$ cat src/rtl/layer_batch_scheduler_if.sv
// Handshake bundle between the BRAM loaders, the convolution engine and layer_batch_scheduler.
interface layer_batch_scheduler_if #(
   parameter int LAYER_W = 2,
   parameter int BATCH_W = 3
);
   logic               weight_write_done;
   logic               ifmap_write_done;
   logic               batch_complete_signal;
   logic               ext_scheduler_start;
   logic               err_clr;
   logic               final_start_signal;
   logic               auto_start_active;
   logic [BATCH_W-1:0] current_batch_id;
   logic [LAYER_W-1:0] current_layer_id;
   logic               layer_transition;
   logic               clear_output_bram;
   logic               all_batches_complete;
   logic               all_layers_complete;
   logic               data_load_ready;
   logic               busy;
   logic               load_overrun_err;
   logic               watchdog_err;

   modport master (
      output weight_write_done, ifmap_write_done, batch_complete_signal,
             ext_scheduler_start, err_clr,
      input  final_start_signal, auto_start_active, current_batch_id, current_layer_id,
             layer_transition, clear_output_bram, all_batches_complete,
             all_layers_complete, data_load_ready, busy, load_overrun_err, watchdog_err
   );

   modport slave (
      input  weight_write_done, ifmap_write_done, batch_complete_signal,
             ext_scheduler_start, err_clr,
      output final_start_signal, auto_start_active, current_batch_id, current_layer_id,
             layer_transition, clear_output_bram, all_batches_complete,
             all_layers_complete, data_load_ready, busy, load_overrun_err, watchdog_err
   );
endinterface

$ cat src/rtl/layer_batch_scheduler.sv
// Layer/batch sequencer: reuses the ifmap across a layer's batches and issues one start per batch.
// Optional RUN-state watchdog enabled by defining SCHED_WATCHDOG_EN.
module layer_batch_scheduler #(
   parameter int                            NUM_LAYERS      = 4,
   parameter int                            LAYER_W         = 2,
   parameter int                            BATCH_W         = 3,
   parameter logic [NUM_LAYERS*BATCH_W-1:0] LAYER_MAX_BATCH = 12'h01F,
   parameter int                            CLEAR_CYCLES    = 2,
   parameter int                            WDOG_CYCLES     = 65535
) (
   input  logic                     clk,
   input  logic                     rst,
   layer_batch_scheduler_if.slave   bus
);

   localparam int CLR_W = (CLEAR_CYCLES > 1) ? $clog2(CLEAR_CYCLES) : 1;

   typedef enum logic [2:0] {
      S_IDLE,
      S_CLEAR,
      S_START,
      S_RUN,
      S_NEXT,
      S_LAYER_DONE
   } state_t;

   state_t             r_state, w_state_nxt;
   logic               r_wdone_q, r_idone_q;
   logic               r_ifmap_ld, r_weight_ld;
   logic [LAYER_W-1:0] r_layer, w_layer_nxt;
   logic [BATCH_W-1:0] r_batch, w_batch_nxt;
   logic [CLR_W-1:0]   r_clr_cnt, w_clr_cnt_nxt;
   logic               r_layer_transition, r_all_layers_complete;
   logic               r_overrun_err, r_wdog_err;
   logic               w_lt_nxt, w_alc_nxt;
   logic               w_w_rise, w_i_rise;
   logic               w_enter_start, w_clr_weight, w_clr_ifmap;
   logic               w_ovr_evt, w_wdog_evt;
   logic               w_both_ld, w_last_batch, w_last_layer;
   logic [BATCH_W-1:0] w_max_batch;

   assign w_w_rise     = bus.weight_write_done & ~r_wdone_q;
   assign w_i_rise     = bus.ifmap_write_done  & ~r_idone_q;
   assign w_both_ld    = r_ifmap_ld & r_weight_ld;
   assign w_max_batch  = LAYER_MAX_BATCH[int'(r_layer)*BATCH_W +: BATCH_W];
   assign w_last_batch = (r_batch == w_max_batch);
   assign w_last_layer = (r_layer == LAYER_W'(NUM_LAYERS-1));

   always_ff @(posedge clk or posedge rst) begin
      if (rst) begin
         r_state   <= S_IDLE;
         r_layer   <= '0;
         r_batch   <= '0;
         r_clr_cnt <= '0;
      end else begin
         r_state   <= w_state_nxt;
         r_layer   <= w_layer_nxt;
         r_batch   <= w_batch_nxt;
         r_clr_cnt <= w_clr_cnt_nxt;
      end
   end

   always_comb begin
      w_state_nxt   = r_state;
      w_layer_nxt   = r_layer;
      w_batch_nxt   = r_batch;
      w_clr_cnt_nxt = r_clr_cnt;
      w_lt_nxt      = 1'b0;
      w_alc_nxt     = 1'b0;
      case (r_state)
         S_IDLE: begin
            if (w_both_ld) begin
               w_layer_nxt   = '0;
               w_batch_nxt   = '0;
               w_clr_cnt_nxt = '0;
               w_state_nxt   = (CLEAR_CYCLES == 0) ? S_START : S_CLEAR;
            end
         end
         S_CLEAR: begin
            if (r_clr_cnt == CLR_W'(CLEAR_CYCLES-1)) begin
               w_state_nxt = S_START;
            end else begin
               w_clr_cnt_nxt = r_clr_cnt + 1'b1;
            end
         end
         S_START: w_state_nxt = S_RUN;
         S_RUN: begin
            if (bus.batch_complete_signal) begin
               if (w_last_batch) begin
                  w_state_nxt = S_LAYER_DONE;
                  w_alc_nxt   = w_last_layer;
               end else begin
                  w_state_nxt = S_NEXT;
               end
            end
         end
         S_NEXT: begin
            // NEXT is only reached with batch below its table entry, so the increment cannot overshoot.
            if (r_weight_ld) begin
               w_batch_nxt = r_batch + 1'b1;
               w_state_nxt = S_START;
            end
         end
         S_LAYER_DONE: begin
            if (w_both_ld) begin
               w_batch_nxt   = '0;
               w_layer_nxt   = w_last_layer ? '0 : r_layer + 1'b1;
               w_lt_nxt      = 1'b1;
               w_clr_cnt_nxt = '0;
               w_state_nxt   = (CLEAR_CYCLES == 0) ? S_START : S_CLEAR;
            end
         end
         default: w_state_nxt = S_IDLE;
      endcase
   end

   // Batch 0 consumes the fresh ifmap; later batches reuse it and only need new weights.
   assign w_enter_start = (w_state_nxt == S_START) && (r_state != S_START);
   assign w_clr_weight  = w_enter_start;
   assign w_clr_ifmap   = w_enter_start && (w_batch_nxt == '0);
   assign w_ovr_evt     = (w_w_rise & r_weight_ld & ~w_clr_weight)
                        | (w_i_rise & r_ifmap_ld  & ~w_clr_ifmap);

   always_ff @(posedge clk or posedge rst) begin
      if (rst) begin
         r_wdone_q             <= 1'b0;
         r_idone_q             <= 1'b0;
         r_ifmap_ld            <= 1'b0;
         r_weight_ld           <= 1'b0;
         r_layer_transition    <= 1'b0;
         r_all_layers_complete <= 1'b0;
         r_overrun_err         <= 1'b0;
         r_wdog_err            <= 1'b0;
      end else begin
         r_wdone_q             <= bus.weight_write_done;
         r_idone_q             <= bus.ifmap_write_done;
         r_ifmap_ld            <= (r_ifmap_ld  & ~w_clr_ifmap)  | w_i_rise;
         r_weight_ld           <= (r_weight_ld & ~w_clr_weight) | w_w_rise;
         r_layer_transition    <= w_lt_nxt;
         r_all_layers_complete <= w_alc_nxt;
         r_overrun_err         <= w_ovr_evt  | (r_overrun_err & ~bus.err_clr);
         r_wdog_err            <= w_wdog_evt | (r_wdog_err    & ~bus.err_clr);
      end
   end

`ifdef SCHED_WATCHDOG_EN
   localparam int WD_W = $clog2(WDOG_CYCLES+1);
   logic [WD_W-1:0] r_wdog_cnt;

   always_ff @(posedge clk or posedge rst) begin
      if (rst) begin
         r_wdog_cnt <= '0;
      end else if (r_state != S_RUN) begin
         r_wdog_cnt <= '0;
      end else if (r_wdog_cnt != WD_W'(WDOG_CYCLES)) begin
         r_wdog_cnt <= r_wdog_cnt + 1'b1;
      end
   end

   assign w_wdog_evt = (r_state == S_RUN) && (r_wdog_cnt == WD_W'(WDOG_CYCLES-1));
`else
   // Always false; keeps the timeout parameter referenced when no watchdog is built.
   assign w_wdog_evt = (WDOG_CYCLES < 0);
`endif

   assign bus.auto_start_active    = (r_state == S_START);
   assign bus.final_start_signal   = (r_state == S_START) | bus.ext_scheduler_start;
   assign bus.current_batch_id     = r_batch;
   assign bus.current_layer_id     = r_layer;
   assign bus.layer_transition     = r_layer_transition;
   assign bus.clear_output_bram    = (r_state == S_CLEAR);
   assign bus.all_batches_complete = (r_state == S_LAYER_DONE);
   assign bus.all_layers_complete  = r_all_layers_complete;
   assign bus.data_load_ready      = r_weight_ld;
   assign bus.busy                 = (r_state != S_IDLE) && (r_state != S_LAYER_DONE);
   assign bus.load_overrun_err     = r_overrun_err;
   assign bus.watchdog_err         = r_wdog_err;

endmodule
$ cat src/flat_wrapper.sv
// flat-port wrapper written by rule: the top's interface ports become plain ports
module layer_batch_scheduler_flat 
#(
   parameter int                            NUM_LAYERS      = 4,
   parameter int                            LAYER_W         = 2,
   parameter int                            BATCH_W         = 3,
   parameter logic [NUM_LAYERS*BATCH_W-1:0] LAYER_MAX_BATCH = 12'h01F,
   parameter int                            CLEAR_CYCLES    = 2,
   parameter int                            WDOG_CYCLES     = 65535
)
  (clk, rst, bus_weight_write_done, bus_ifmap_write_done, bus_batch_complete_signal, bus_ext_scheduler_start, bus_err_clr, bus_final_start_signal, bus_auto_start_active, bus_current_batch_id, bus_current_layer_id, bus_layer_transition, bus_clear_output_bram, bus_all_batches_complete, bus_all_layers_complete, bus_data_load_ready, bus_busy, bus_load_overrun_err, bus_watchdog_err);
  layer_batch_scheduler_if #(.LAYER_W(LAYER_W), .BATCH_W(BATCH_W)) bus_i ();
  input  logic clk;
  input  logic rst;
  input wire logic [$bits(bus_i.weight_write_done)-1:0] bus_weight_write_done;
  input wire logic [$bits(bus_i.ifmap_write_done)-1:0] bus_ifmap_write_done;
  input wire logic [$bits(bus_i.batch_complete_signal)-1:0] bus_batch_complete_signal;
  input wire logic [$bits(bus_i.ext_scheduler_start)-1:0] bus_ext_scheduler_start;
  input wire logic [$bits(bus_i.err_clr)-1:0] bus_err_clr;
  output wire logic [$bits(bus_i.final_start_signal)-1:0] bus_final_start_signal;
  output wire logic [$bits(bus_i.auto_start_active)-1:0] bus_auto_start_active;
  output wire logic [$bits(bus_i.current_batch_id)-1:0] bus_current_batch_id;
  output wire logic [$bits(bus_i.current_layer_id)-1:0] bus_current_layer_id;
  output wire logic [$bits(bus_i.layer_transition)-1:0] bus_layer_transition;
  output wire logic [$bits(bus_i.clear_output_bram)-1:0] bus_clear_output_bram;
  output wire logic [$bits(bus_i.all_batches_complete)-1:0] bus_all_batches_complete;
  output wire logic [$bits(bus_i.all_layers_complete)-1:0] bus_all_layers_complete;
  output wire logic [$bits(bus_i.data_load_ready)-1:0] bus_data_load_ready;
  output wire logic [$bits(bus_i.busy)-1:0] bus_busy;
  output wire logic [$bits(bus_i.load_overrun_err)-1:0] bus_load_overrun_err;
  output wire logic [$bits(bus_i.watchdog_err)-1:0] bus_watchdog_err;
  assign bus_i.weight_write_done = bus_weight_write_done;
  assign bus_i.ifmap_write_done = bus_ifmap_write_done;
  assign bus_i.batch_complete_signal = bus_batch_complete_signal;
  assign bus_i.ext_scheduler_start = bus_ext_scheduler_start;
  assign bus_i.err_clr = bus_err_clr;
  assign bus_final_start_signal = bus_i.final_start_signal;
  assign bus_auto_start_active = bus_i.auto_start_active;
  assign bus_current_batch_id = bus_i.current_batch_id;
  assign bus_current_layer_id = bus_i.current_layer_id;
  assign bus_layer_transition = bus_i.layer_transition;
  assign bus_clear_output_bram = bus_i.clear_output_bram;
  assign bus_all_batches_complete = bus_i.all_batches_complete;
  assign bus_all_layers_complete = bus_i.all_layers_complete;
  assign bus_data_load_ready = bus_i.data_load_ready;
  assign bus_busy = bus_i.busy;
  assign bus_load_overrun_err = bus_i.load_overrun_err;
  assign bus_watchdog_err = bus_i.watchdog_err;
  layer_batch_scheduler #(.NUM_LAYERS(NUM_LAYERS), .LAYER_W(LAYER_W), .BATCH_W(BATCH_W), .LAYER_MAX_BATCH(LAYER_MAX_BATCH), .CLEAR_CYCLES(CLEAR_CYCLES), .WDOG_CYCLES(WDOG_CYCLES)) u_core (.clk(clk), .rst(rst), .bus(bus_i));
endmodule
$ cat config.mk
export PLATFORM = sky130hd
export DESIGN_NAME = layer_batch_scheduler_flat
export DESIGN_NICKNAME = d
export VERILOG_FILES = /design/src/rtl/layer_batch_scheduler_if.sv /design/src/rtl/layer_batch_scheduler.sv /design/src/flat_wrapper.sv
export SDC_FILE = /design/constraint.sdc
export NUM_CORES = 1
export LEC_CHECK = 0
export CAP_MARGIN = 40
export CORE_UTILIZATION = 45
export CTS_BUF_LIST = sky130_fd_sc_hd__clkbuf_8
export DETAILED_ROUTE_END_ITERATION = 10
export PLACE_DENSITY_LB_ADDON = 0.05
export SYNTH_ARGS = -nofsm -noshare
export SYNTH_HDL_FRONTEND = slang
export SYNTH_SLANG_ARGS = --single-unit
$ cat constraint.sdc
create_clock -name clk -period 2.59 [get_ports clk]
set_input_delay 0.518 -clock clk [delete_from_list [all_inputs] [get_ports clk]]
set_output_delay 0.518 -clock clk [all_outputs]
set_load 0.02 [all_outputs]
port_nets.png
Scale: 10 px per um.
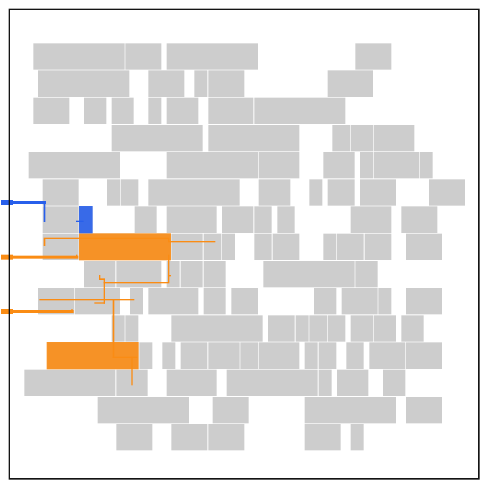
blue -> `rst`  # bits 1, direction input, edge left, end cells 1, buffers 1, wire 5.50 um
orange -> `bus_current_layer_id`  # bits 2, direction output, edge left, end cells 2, buffers 2, wire 64.0 um

wire_density.png
Scale: 8 px per um. The die is cut into 9 by 9 equal tiles; white is low, dark blue is high, scaled to the fullest tile. Values are wire area over tile area, all layers added.
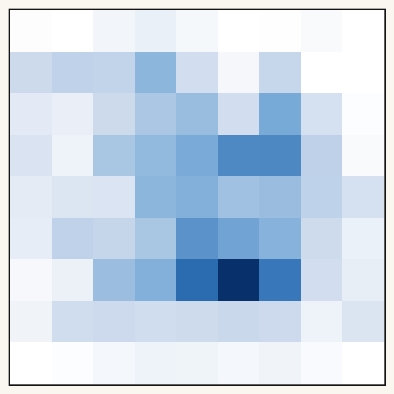
nearly empty tiles = 14%
densest ninth of the die = middle
mean over tiles = 0.13
fullest tile = 0.57
WL final: 1800 um
drt wl/cell: 13.1 um
via count: 757
total track usage: 0.192

final_congestion.png
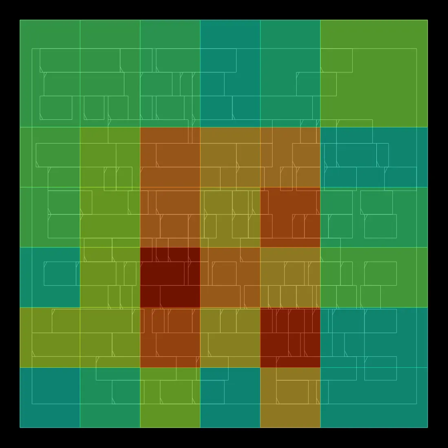
met2 Use GR: 0.300
GR Util met1: 0.270
fin util: 0.654
M3 GR Usage: 0.0308

clock_map.png
Scale: 10 px per um.
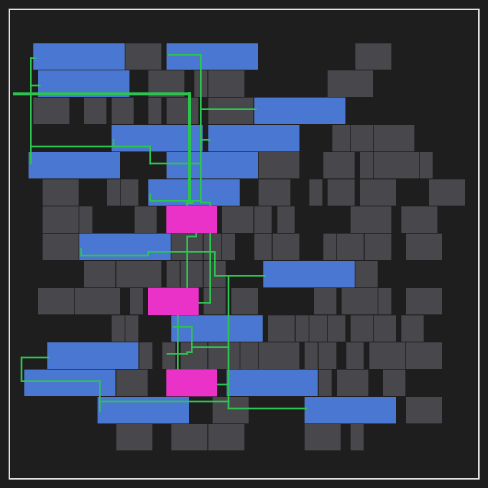
magenta -> cells driving clock nets  # count 3
blue -> flip-flops  # count 17
green -> clock wires  # length 213 um
routed clock nets = 4
clk pwr: 0.193 mW
worst skew pair latency: 0.25 ns
Clock Skews: 0.00558 ns
clock network power share: 0.156

gate_families.png
Scale: 8 px per um.
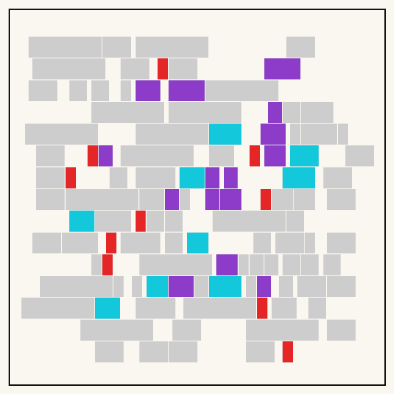
cyan -> AND-OR and OR-AND gates  # cells 9
red -> inverters  # cells 10
purple -> inverting AOI/OAI gates  # cells 15

==> how the worst max path moves through the flow <==
stage / cells after the start / to / slack (ns)
6_report: 3 / bus_busy / 0.22
2_1_floorplan: 6 / u_core.bus.load_overrun_err / 0.67
5_1_grt: 3 / bus_busy / 0.16
3_3_place_gp: 3 / bus_final_start_signal / 0.35
3_5_place_dp: 3 / bus_final_start_signal / 0.34
4_1_cts: 3 / bus_busy / 0.21
==> layout make-up <==
type,instances,area (sq um)
Clock buffer,3,41.3
Clock inverter,1,3.75
Fill cell,160,623
Inverter,10,37.5
Multi-Input combinational cell,58,414
Sequential cell,17,425
Tap cell,25,31.3
Timing Repair Buffer,23,225
==> power by group through the flow <==
stage          clock network [mW]  registers [mW]  logic, mW
2_1_floorplan                   0           0.443      0.392
5_1_grt                     0.201           0.439      0.675
4_1_cts                     0.194           0.426      0.617
6_report                    0.193           0.427      0.617
3_3_place_gp                    0           0.427      0.603
3_5_place_dp                    0           0.430      0.614
==> stage by stage <==
stage	setup WS (ns)	cell area [sq um]	hold slack, ns	std cells	utilization
after floorplan	0.668	903	0.418	88	-
after global placement	0.348	1130	0.423	133	0.629
after detailed placement	0.342	1130	0.446	133	0.629
after CTS	0.214	1180	0.454	137	0.654
after global routing	0.161	1180	0.477	137	0.654
final	0.219	1180	0.449	137	0.654
==> sequential cells by signal, indices dropped and copies added, names as in the netlist <==
name and count:
u_core.bus.current_batch_id 3, u_core.r_state 3, u_core.bus.current_layer_id 2, u_core.bus.all_layers_complete 1, u_core.bus.data_load_ready 1, u_core.bus.layer_transition 1, u_core.bus.load_overrun_err 1, u_core.bus.watchdog_err 1
u_core.r_clr_cnt 1, u_core.r_idone_q 1, u_core.r_ifmap_ld 1, u_core.r_wdone_q 1
==> metrics.cfg <==
[synth]
syn_inst=88
synth.cellmix.simpleShare=0.169
fp_nets=98
yosysChipArea_sq_um=903
synth.distinct_cells=37
ys_top_logic_family=AND-OR/OR-AND gates
async_flop_share=1.00
ys_sh_xor=0.00970

[sta]
max_freq_mhz=422
rsz0062_at_grt=no
relSlewSlack=0.574
finalClockPeriodUsage=0.915
tns_ns=0

[layout]
area_growth_syn_to_layout_pct=30.5
final_common_cell=clkdlybuf4s50_1

[status]
outcome=finished, final reports clean

[global_route]
antenna_found_initial=0
grt_pass1_vias=666
grt_busiest_layer=met2

[power_and_ir_drop]
pwr-share-comb=0.499
p_total_mw=1.24

[route]
top_layer_used=met4
dr.first_iter.drc_count=7
met1_length_um=827
ant_nets=0
first_pass_iters=5

[clock_network]
clkSlewWorstSetupHoldPaths_ns=0.07
cts_tree=built
cts_hold_buf=0

[hold_path]
hold_path_end=u_core.bus.data_load_ready

[placement]
dp_hpwl_um=1390

[setup_path]
startpoint_type=flip-flop
cp_top_family=simple AND/OR/NAND/NOR gates
worst_r2r_startpoint=u_core.r_state[0]

[flow_run]
warnings=27

[die]
die_y_um=46.8

Power is estimated from default activity; no workload was simulated.
